Run 1, M3 wires:
(2 px per µm)
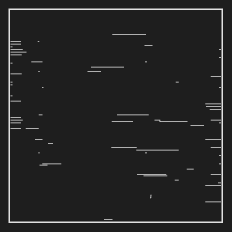
Run 1, track usage over the die:
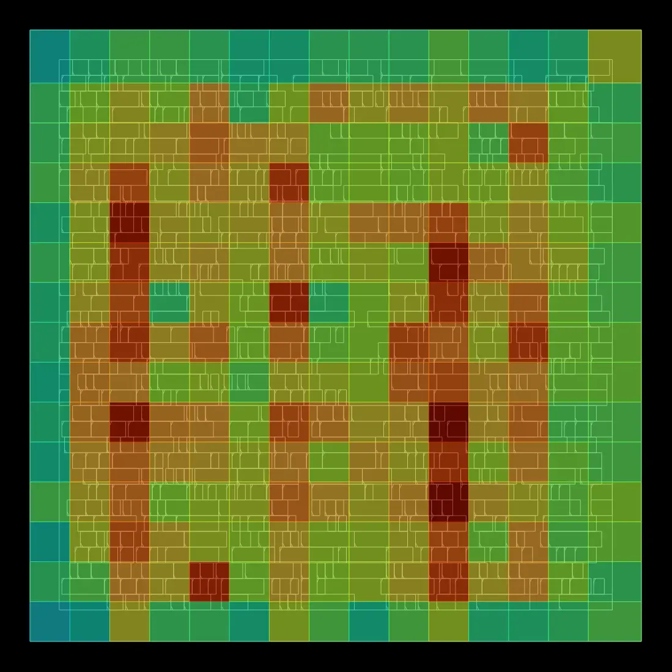
Run 1, M2 wires:
(2 px per µm) Cells faint in the background.
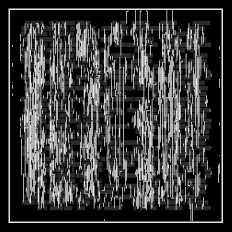
Run 1, gate-type map:
(4 px per µm)
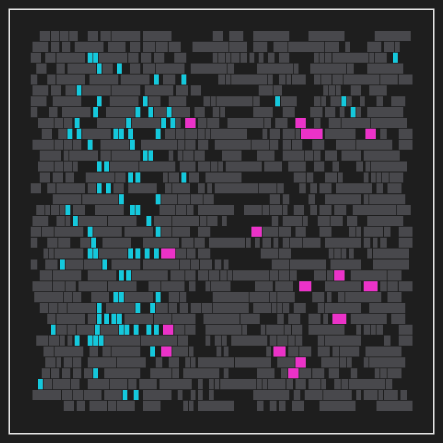
<file path="src/rtl/mac_vec_pipe.sv">
// Pipelined signed vector multiply-accumulate: multiply stage, accumulate stage,
// and a result held in DONE until the consumer takes it.
module mac_vec_pipe #(
   parameter int IN_W    = 8,
   parameter int ACC_W   = 16,
   parameter int VEC_LEN = 4,
   parameter int SAT     = 1
) (
   input  logic             clk,
   input  logic             rst_n,
   input  logic             clr_n,
   input  logic             in_vld,
   output logic             in_rdy,
   input  logic [IN_W-1:0]  a,
   input  logic [IN_W-1:0]  b,
   output logic             out_vld,
   input  logic             out_rdy,
   output logic [ACC_W-1:0] acc,
   output logic             of,
   output logic             uf,
   output logic             dbg_state
);

   localparam int CNT_W = $clog2(VEC_LEN + 1);
   localparam int P_W   = 2 * IN_W;

   typedef enum logic {ST_ACCUM = 1'b0, ST_DONE = 1'b1} state_t;

   state_t             state_q, state_d;
   logic [CNT_W-1:0]   iss_q, iss_d;
   logic [CNT_W-1:0]   cnt_q, cnt_d;
   logic               p_vld_q, p_vld_d;
   logic [P_W-1:0]     prod_q, prod_d;
   logic [ACC_W-1:0]   acc_q, acc_d;
   logic [ACC_W-1:0]   res_q, res_d;
   logic               of_q, of_d;
   logic               uf_q, uf_d;

   logic signed [P_W-1:0] a_x, b_x;
   logic [ACC_W:0]        sum;
   logic                  of_hit, uf_hit;
   logic [ACC_W-1:0]      sat_res;
   logic                  accept;

   // Ready comes from registered state only, never from in_vld or out_rdy.
   assign in_rdy    = (state_q == ST_ACCUM) && (iss_q < CNT_W'(VEC_LEN));
   assign out_vld   = (state_q == ST_DONE);
   assign acc       = res_q;
   assign of        = of_q;
   assign uf        = uf_q;
   assign dbg_state = state_q;

   assign accept = in_vld && in_rdy;
   assign a_x    = $signed({{IN_W{a[IN_W-1]}}, a});
   assign b_x    = $signed({{IN_W{b[IN_W-1]}}, b});

   // One guard bit: top two sum bits disagreeing means the ACC_W range was left.
   assign sum    = {{(ACC_W + 1 - P_W){prod_q[P_W-1]}}, prod_q} + {acc_q[ACC_W-1], acc_q};
   assign of_hit = ~sum[ACC_W] & sum[ACC_W-1];
   assign uf_hit = sum[ACC_W] & ~sum[ACC_W-1];

   always_comb begin
      sat_res = sum[ACC_W-1:0];
      if (SAT != 0 && of_hit) sat_res = {1'b0, {(ACC_W-1){1'b1}}};
      if (SAT != 0 && uf_hit) sat_res = {1'b1, {(ACC_W-1){1'b0}}};
   end

   always_comb begin
      state_d = state_q;
      iss_d   = iss_q;
      cnt_d   = cnt_q;
      p_vld_d = accept;
      prod_d  = prod_q;
      acc_d   = acc_q;
      res_d   = res_q;
      of_d    = of_q;
      uf_d    = uf_q;

      if (accept) begin
         prod_d = P_W'(a_x * b_x);
         iss_d  = iss_q + CNT_W'(1);
      end

      if (p_vld_q) begin
         acc_d = sat_res;
         res_d = sat_res;
         of_d  = of_q | of_hit;
         uf_d  = uf_q | uf_hit;
         cnt_d = cnt_q + CNT_W'(1);
         if (cnt_q == CNT_W'(VEC_LEN - 1)) state_d = ST_DONE;
      end

      // Leaving DONE restarts the vector but keeps the last result on acc.
      if (state_q == ST_DONE && out_rdy) begin
         state_d = ST_ACCUM;
         iss_d   = '0;
         cnt_d   = '0;
         acc_d   = '0;
         of_d    = 1'b0;
         uf_d    = 1'b0;
      end

      if (!clr_n) begin
         state_d = ST_ACCUM;
         iss_d   = '0;
         cnt_d   = '0;
         p_vld_d = 1'b0;
         acc_d   = '0;
         res_d   = '0;
         of_d    = 1'b0;
         uf_d    = 1'b0;
      end
   end

   always_ff @(posedge clk or negedge rst_n) begin
      if (!rst_n) begin
         state_q <= ST_ACCUM;
         iss_q   <= '0;
         cnt_q   <= '0;
         p_vld_q <= 1'b0;
         prod_q  <= '0;
         acc_q   <= '0;
         res_q   <= '0;
         of_q    <= 1'b0;
         uf_q    <= 1'b0;
      end else begin
         state_q <= state_d;
         iss_q   <= iss_d;
         cnt_q   <= cnt_d;
         p_vld_q <= p_vld_d;
         prod_q  <= prod_d;
         acc_q   <= acc_d;
         res_q   <= res_d;
         of_q    <= of_d;
         uf_q    <= uf_d;
      end
   end

endmodule

</file>
<file path="config.mk">
export PLATFORM = sky130hd
export DESIGN_NAME = mac_vec_pipe
export DESIGN_NICKNAME = d
export VERILOG_FILES = /design/src/rtl/mac_vec_pipe.sv
export SDC_FILE = /design/constraint.sdc
export NUM_CORES = 1
export LEC_CHECK = 0
export ABC_CLOCK_PERIOD_IN_PS = 2800
export CORE_MARGIN = 5
export CORE_UTILIZATION = 60
export CTS_CLUSTER_SIZE = 28
export DETAILED_ROUTE_END_ITERATION = 12
export PLACE_DENSITY_LB_ADDON = 0.05
export SYNTH_ARGS = -nofsm -noshare
export SYNTH_HDL_FRONTEND = slang
export SYNTH_SLANG_ARGS = --single-unit
export TNS_END_PERCENT = 30
</file>
<file path="constraint.sdc">
create_clock -name clk -period 2.8 [get_ports clk]
set_input_delay 0.28 -clock clk [delete_from_list [all_inputs] [get_ports clk]]
set_output_delay 0.28 -clock clk [all_outputs]
set_load 0.02 [all_outputs]
</file>
==> Slide: Implementation Results, run 1 <==
Flow Results at a Glance

Drt
  – Detailed-router iteration count before antenna repair: 5
  – Post-DRT Antenna Nets: 0
  – # DRC: 0
  – Vias per cell: 5.41

Flow run
  – Max cap viols: 0
  – Log Warnings: 29

Final layout
  – Most frequent logic cell in the layout: inv_1
  – Logic share of the area: 56.5%
  – Fin nets: 823
  – Most frequent cells in the layout: 73 x inv_1, 66 x buf_4, 58 x dfrtp_1
  – Final core utilization: 76.4%
  – Non-clock buffering overhead: 12.9%
  – Non-CTS buffers: 106
  – Fraction of area in registers: 20.8%
  – Largest class: multi-input combinational cells
  – MI comb cells: 439
  – N_diodes: 0
  – Clock buf count: 11
  – Logic area: 3940 µm²
  – Syn-to-layout area delta: 26.5%
  – Flop count: 58
  – Clock-cell share: 3.15%
  – Final Instance Area: 6960 µm²

Timing
  – Period minus WS final: 3890 ps
  – Fin. Hold Viols: 0
  – Final setup vio count: 10
  – RSZ-0062 raised after global routing: yes
  – Final worst slack: -1090 ps
  – Fmax: 0.257 GHz
  – Slew @ Worst Pin: 1030 ps
  – Final hold slack: 121 ps
  – Max Clock Skew: 9.31 ps
  – Slew Viols, Final: 0

Clock tree
  – Post-CTS resize count: 97
  – Setup Buffers After CTS: 5
  – Post-cts hold buffer count: 0
  – Clock root buffer: clkbuf_8
  – Worst-path clk slew: 60 ps
  – Worst skew pair latency: 340 ps
  – Num CTS Buffers: 9
  – CTS H-tree lvls: 3
  – CTS tree: yes

Outcome
  – Status: complete, but fails checks
  – Failing checks: setup timing

Floorplan
  – Ports: 42
  – Tap cell count: 111
  – Fp util: 60.4%

Power
  – Total combinational power: 4.27 mW
  – Int Power: 3.65 mW
  – P_seq: 1.13 mW
  – Reg power frac: 18.1%
  – Top power group: combinational logic
  – Clock share of power: 13.5%
  – Overall Power: 6.24 mW
  – Switching Share: 41.5%
  – P per Cell Area: 897 nW/µm²
  – Sw power: 2.59 mW
  – Leakage power: 3.43 nW

Synth
  – Aoi share: 15.3%
  – Simple Share, Synth: 15.1%
  – Unique cell types: 49
  – Cell area leaders: dfrtp_1 26%, fa_1 20%, ha_1 11%, inv_1 5.7%, and2_1 5.1%
  – EDFF count, synth: 0
  – Largest type area fraction: 26.4%
  – Dominant register cell: dfrtp_1
  – Largest logic family: adder cells
  – Synthesis Warnings: 0
  – FF+latch count, synth: 58
  – Adder share: 31.3%
  – Mapped Avg Cell Area: 9.28 µm²
  – Xor+xnor area frac: 4.61%
  – Post-synthesis chip area from yosys: 5500 µm²
  – Mux frac, synth: 0.386%
  – Yosys cell count: 593
  – Area of the mapped netlist: 5500 µm²
  – Post-synth seq share: 26.4%
  – Ys async rst share: 100%

Worst setup path
  – Slowest CP cell: fa_1
  – Max Fanout on Critical Path: 4
  – Cells on worst reg2reg path: 10
  – CP bufs+invs: 5
  – WS Path Type: input pin to register
  – Worst-path cell chain: buf_8 > and2_4 > fa_1 > inv_1 > fa_1 > inv_2 > fa_1 > inv_1 > fa_1 > inv_2 > ha_4 > a21oi_4 > o21ai_2 > a31oi_2 > o21ai_2 > or4_1 > nand3_1
  – R2r setup slk: 120 ps
  – Crit path launch type: input pin
  – CP required: 3060 ps
  – Crit path depth: 17
  – RR Endpoint: acc_q[7]$_DFFE_PN0P_
  – WP data arrival: 4150 ps
  – CP Capture Point: prod_q[14]$_DFFE_PN0P_
  – Worst Setup End Kind: register
  – Critical path origin: a[3]
  – R2r startpoint: prod_q[0]$_DFFE_PN0P_
  – CP delay by family, top: adder cells

Global route
  – Pin count of the biggest net entering global routing: 49
  – Tot GR Track Use: 23.2%
  – Initial antenna violation count: 0
  – Grt total ovfl: 0
  – Vias in the first global route: 4727

Placed design
  – Gpl congestion: 0.862
  – Count of buffers from port buffering: 41
  – Pre-CTS setup slack: -1920 ps
  – Placed Area: 6550 µm²

Hold path
  – Hold Path Class: input pin to asynchronous set/reset pin
Notes on 'M3 wires' above:
The longest straight run is 20.9 µm. The layer holds 2.7% of the routed length. 50 nets have wire on it. The layer carries 326 µm of wire.
WL final: 12100 µm
M3 GR Usage: 3.18%
vias after detailed routing: 4406

Notes on 'track usage over the die' above:
routing usage on met2: 42.8%
grt peak-use layer: met2
drt wl/cell: 14.9 µm

Notes on 'M2 wires' above:
The layer holds 53% of the routed length. The wires run mostly vertical. 710 nets have wire on it. The layer carries 6470 µm of wire.

Notes on 'gate-type map' above:
Key: inverters = cyan [cells 84, most used inv_1]; AND-OR and OR-AND gates = magenta [cells 15, most used a21o_1]

run 1: how the worst min path moves through the flow:
stage | from | endpoint | slack (ps) | depth (start not counted)
after floorplan | rst_n | acc[0]$_DFFE_PN0P_ | -20 | 0
after detailed placement | prod_q[3]$_DFFE_PN0P_ | prod_q[3]$_DFFE_PN0P_ | 480 | 2
after global routing | rst_n | acc_q[2]$_DFFE_PN0P_ | 220 | 1
after global placement | prod_q[10]$_DFFE_PN0P_ | prod_q[10]$_DFFE_PN0P_ | 470 | 2
after CTS | rst_n | acc[0]$_DFFE_PN0P_ | 150 | 1
final | rst_n | acc[3]$_DFFE_PN0P_ | 120 | 1
run 1: registers in the layout, summed over array words and instances, names as in the netlist:
register / count
iss_q: 3
uf: 1
acc: 16
dbg_state: 1
acc_q: 16
of: 1
cnt_q: 3
prod_q: 16
p_vld_q: 1
run 1: cells in the mapped netlist, types with 2 or more instances:
cell type and number:
a31oi_1 5, xnor2_1 21, o211a_1 2, clkbuf_1 10, a211oi_1 7, and3_1 3, xor2_1 8, o21ai_0 49
and2_1 45, nand2b_1 2, o21a_1 3, nand2_1 53, a21oi_2 12, nor2_1 46, inv_1 84, nand3_1 9
fa_1 56, nor3_1 2, o31ai_1 2, buf_4 2, o21bai_1 4, ha_1 48, nor2b_1 8, o211ai_1 2
dfrtp_1 58, a21oi_1 24, a21o_1 6
run 1: per-layer routing:
metal / routed length (µm) / global-route usage, % / share of wire (%)
met3: 326 / 3.18 / 2.7
met5: 0 / 0 / 0
met2: 6470 / 42.8 / 53
met1: 5130 / 28.2 / 42
met4: 209 / 6.57 / 1.7
Run 1, cells by drive strength:
(4 px per µm)
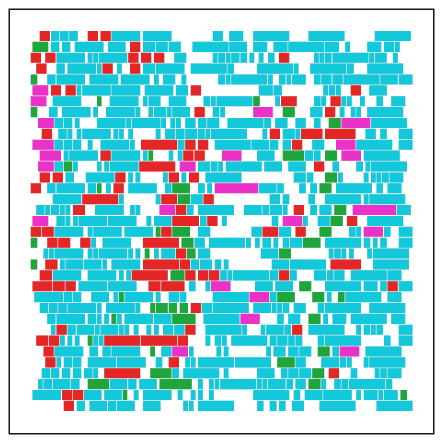

==> run 1 -> run 2 <==
--- a/config.mk
+++ b/config.mk
@@ -10,6 +10,7 @@
 export CORE_UTILIZATION = 60
 export CTS_CLUSTER_SIZE = 28
 export DETAILED_ROUTE_END_ITERATION = 12
+export MAX_ROUTING_LAYER = met4
 export PLACE_DENSITY_LB_ADDON = 0.05
 export SYNTH_ARGS = -nofsm -noshare
 export SYNTH_HDL_FRONTEND = slang
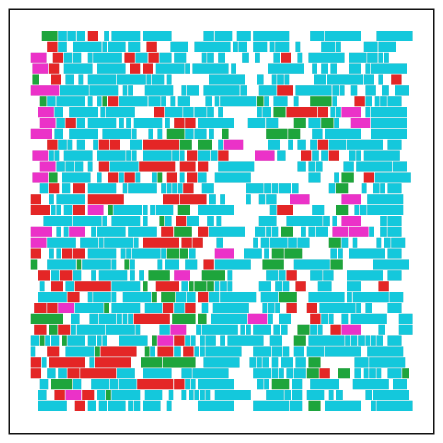
Run 2: cells by drive strength
(4 px per µm)
Key: drive 3 to 4 = red [cells 97, most used buf_4]; drive 2 = green [cells 66, most used inv_2]; drive 6 and up = magenta [cells 30, most used buf_6]; drive 1 or less = cyan [cells 512, most used inv_1]

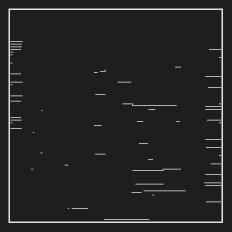
Run 2: M3 wires
(2 px per µm)
The longest straight run is 22.3 µm. The layer carries 322 µm of wire. 47 nets have wire on it.

==> run 2 against run 1 <==
Compared with the run above:
- the run still ends with setup timing left
- sequential power hardly changed
- clock skew down 1.2 ps
- hold slack gained 5.5 ps
- sequential share of layout area decreased by 0.20 points
- critical path type unchanged
- count of clock-buffer cells in the layout rose by 1
- register-to-register slack hardly changed
- maximum frequency up 1.8%
- largest power group unchanged
==> Slide: Implementation Results, run 2 <==
Flow Results at a Glance

Final layout
  – Syn-to-layout area delta: 27.7%
  – Final Instance Area: 7030 µm²
  – Logic area: 3990 µm²
  – Fin nets: 826
  – Most frequent cells in the layout: 68 x inv_1, 63 x buf_4, 58 x dfrtp_1
  – Final core utilization: 77.2%
  – N_diodes: 0

Drt
  – # DRC: 0
  – Top sig layer: met4
  – Drt wl/cell: 14.9 µm
  – Vias per cell: 5.33
  – Detailed-router iteration count before antenna repair: 4
  – Post-DRT Antenna Nets: 0
  – Met1 WL: 5240 µm
  – Vias after detailed routing: 4350
  – DR WL met2: 6370 µm
  – WL met3: 321 µm
  – WL final: 12200 µm

Timing
  – Final hold slack: 126 ps
  – Final setup vio count: 10
  – Fmax: 0.262 GHz
  – Slew Viols, Final: 0
  – Slew @ Worst Pin: 1010 ps
  – Max Clock Skew: 8.10 ps
  – Final worst slack: -1020 ps
  – Period minus WS final: 3820 ps
  – Fin. Hold Viols: 0
  – RSZ-0062 raised after global routing: yes

Synth
  – Post-synthesis chip area from yosys: 5500 µm²
  – Post-synth top cells: 84 x inv_1, 58 x dfrtp_1, 56 x fa_1
  – Ys async rst share: 100%
  – Synthesis Warnings: 0
  – FF+latch count, synth: 58
  – Count leader, synth: inv_1
  – EDFF count, synth: 0
  – Unique cell types: 49
  – Yosys cell count: 593
  – Post-synth seq share: 26.4%
  – Area of the mapped netlist: 5500 µm²
  – Cell area leaders: dfrtp_1 26%, fa_1 20%, ha_1 11%, inv_1 5.7%, and2_1 5.1%
  – Mapped Avg Cell Area: 9.28 µm²
  – Largest type area fraction: 26.4%
  – Dominant register cell: dfrtp_1
  – Mapped Cells: 593

Worst setup path
  – CP bufs+invs: 5
  – Worst Setup End Kind: register
  – WP data arrival: 4040 ps
  – Cells on worst reg2reg path: 9
  – R2r startpoint: acc_q[11]$_DFFE_PN0P_
  – Max Fanout on Critical Path: 7
  – RR Endpoint: acc_q[11]$_DFFE_PN0P_
  – Slowest CP cell: fa_1
  – Worst-path cell chain: buf_6 > and2_4 > fa_1 > inv_2 > fa_1 > inv_1 > fa_1 > inv_2 > fa_1 > inv_2 > ha_4 > nand2_4 > o211ai_1 > o311a_1 > a211oi_2 > o2bb2ai_1 > xnor2_1 > o21ai_1
  – R2r setup slk: 130 ps
  – Crit path launch type: input pin
  – CP required: 3020 ps
  – WS Path Type: input pin to register
  – Critical path origin: a[5]
  – CP delay by family, top: adder cells
  – CP Capture Point: prod_q[15]$_DFFE_PN0P_

Placed design
  – Count of buffers from port buffering: 41
  – Gpl congestion: 0.912
  – Placed Area: 6550 µm²
  – Pre-CTS setup slack: -1900 ps

Global route
  – Routing usage on met2: 43.2%
  – Pin count of the biggest net entering global routing: 49
  – Grt peak-use layer: met2
  – Met1 usage: 28.4%
  – Tot GR Track Use: 23.8%
  – Vias in the first global route: 4607
  – M3 GR Usage: 1.84%
  – Initial antenna violation count: 0
  – Grt total ovfl: 0

Floorplan
  – Fp util: 60.4%
  – Ports: 42

Power
  – Leakage power: 3.45 nW
  – Int Power: 3.52 mW
  – Sw power: 2.60 mW
  – VDD IR-drop max: 405 µV
  – P_seq: 1.13 mW
  – Overall Power: 6.12 mW
  – Total combinational power: 4.32 mW
  – Reg power frac: 18.5%
  – Clock share of power: 10.9%
  – P per Cell Area: 871 nW/µm²

Outcome
  – Status: complete, but fails checks
  – Failing checks: setup timing

Clock tree
  – Clock root buffer: clkbuf_8
  – Sink Count: 58
  – Worst skew pair latency: 330 ps
  – Num CTS Buffers: 9
  – Post-cts hold buffer count: 0
  – Worst-path clk slew: 60 ps
  – CTS H-tree lvls: 3
  – CTS tree: yes

Flow run
  – Log Warnings: 29
  – Max cap viols: 0

Hold path
  – Hold Path Class: input pin to asynchronous set/reset pin
run 2: cell types whose count changed in the layout (fill, tap and decap cells not counted), moves of 3 or more:
| cell | previous run | this run |
|---|---|---|
| and2_1 | 38 | 32 |
| and2_4 | 7 | 13 |
| buf_4 | 66 | 63 |
| buf_6 | 8 | 16 |
| ha_1 | 37 | 32 |
| ha_2 | 2 | 5 |
| inv_1 | 73 | 68 |
| inv_2 | 11 | 16 |
| o21ai_0 | 42 | 38 |
| o21ai_1 | 6 | 9 |
run 2: cell families (layout without fill, tap and decap cells):
group,count (synthesis),count (layout),synth area share [%]
muxes,2,2,0.386
xor gates and xnor gates,29,29,4.61
DFF,58,58,26.4
AOI/OAI and AO/OA,130,130,15.3
adders and majority gates,104,104,31.3
and+or+nand+nor,173,173,15.1
buffers and inverters,97,209,6.89
run 2: what timing repair did:
item                                    in CTS  in global routing
pin swaps                                   12                 43
resized                                     84                 84
buffers inserted                             3                  6
endpoints found under the setup margin      12                 41
run 2: worst min path at each step:
| stage | startpoint | endpoint | slack, ps | cells past startpoint |
|---|---|---|---|---|
| floorplan | rst_n | acc[0]$_DFFE_PN0P_ | -20 | 0 |
| global placement | prod_q[10]$_DFFE_PN0P_ | prod_q[10]$_DFFE_PN0P_ | 470 | 2 |
| detailed placement | prod_q[9]$_DFFE_PN0P_ | prod_q[9]$_DFFE_PN0P_ | 480 | 2 |
| CTS | rst_n | acc_q[1]$_DFFE_PN0P_ | 160 | 1 |
| global route | rst_n | acc[1]$_DFFE_PN0P_ | 220 | 1 |
| finish | rst_n | acc[3]$_DFFE_PN0P_ | 130 | 1 |
run 2: cell type report:
type                       count  area share [%]
clock buffer                  12            2.21
clock inverter                 3           0.214
inverter                      84            4.49
multi-input combinational    438            56.8
sequential                    58            20.6
tap                          111            1.98
timing repair buffer         110            13.7
No activity file was given, so power comes from the tool's default toggle rates.
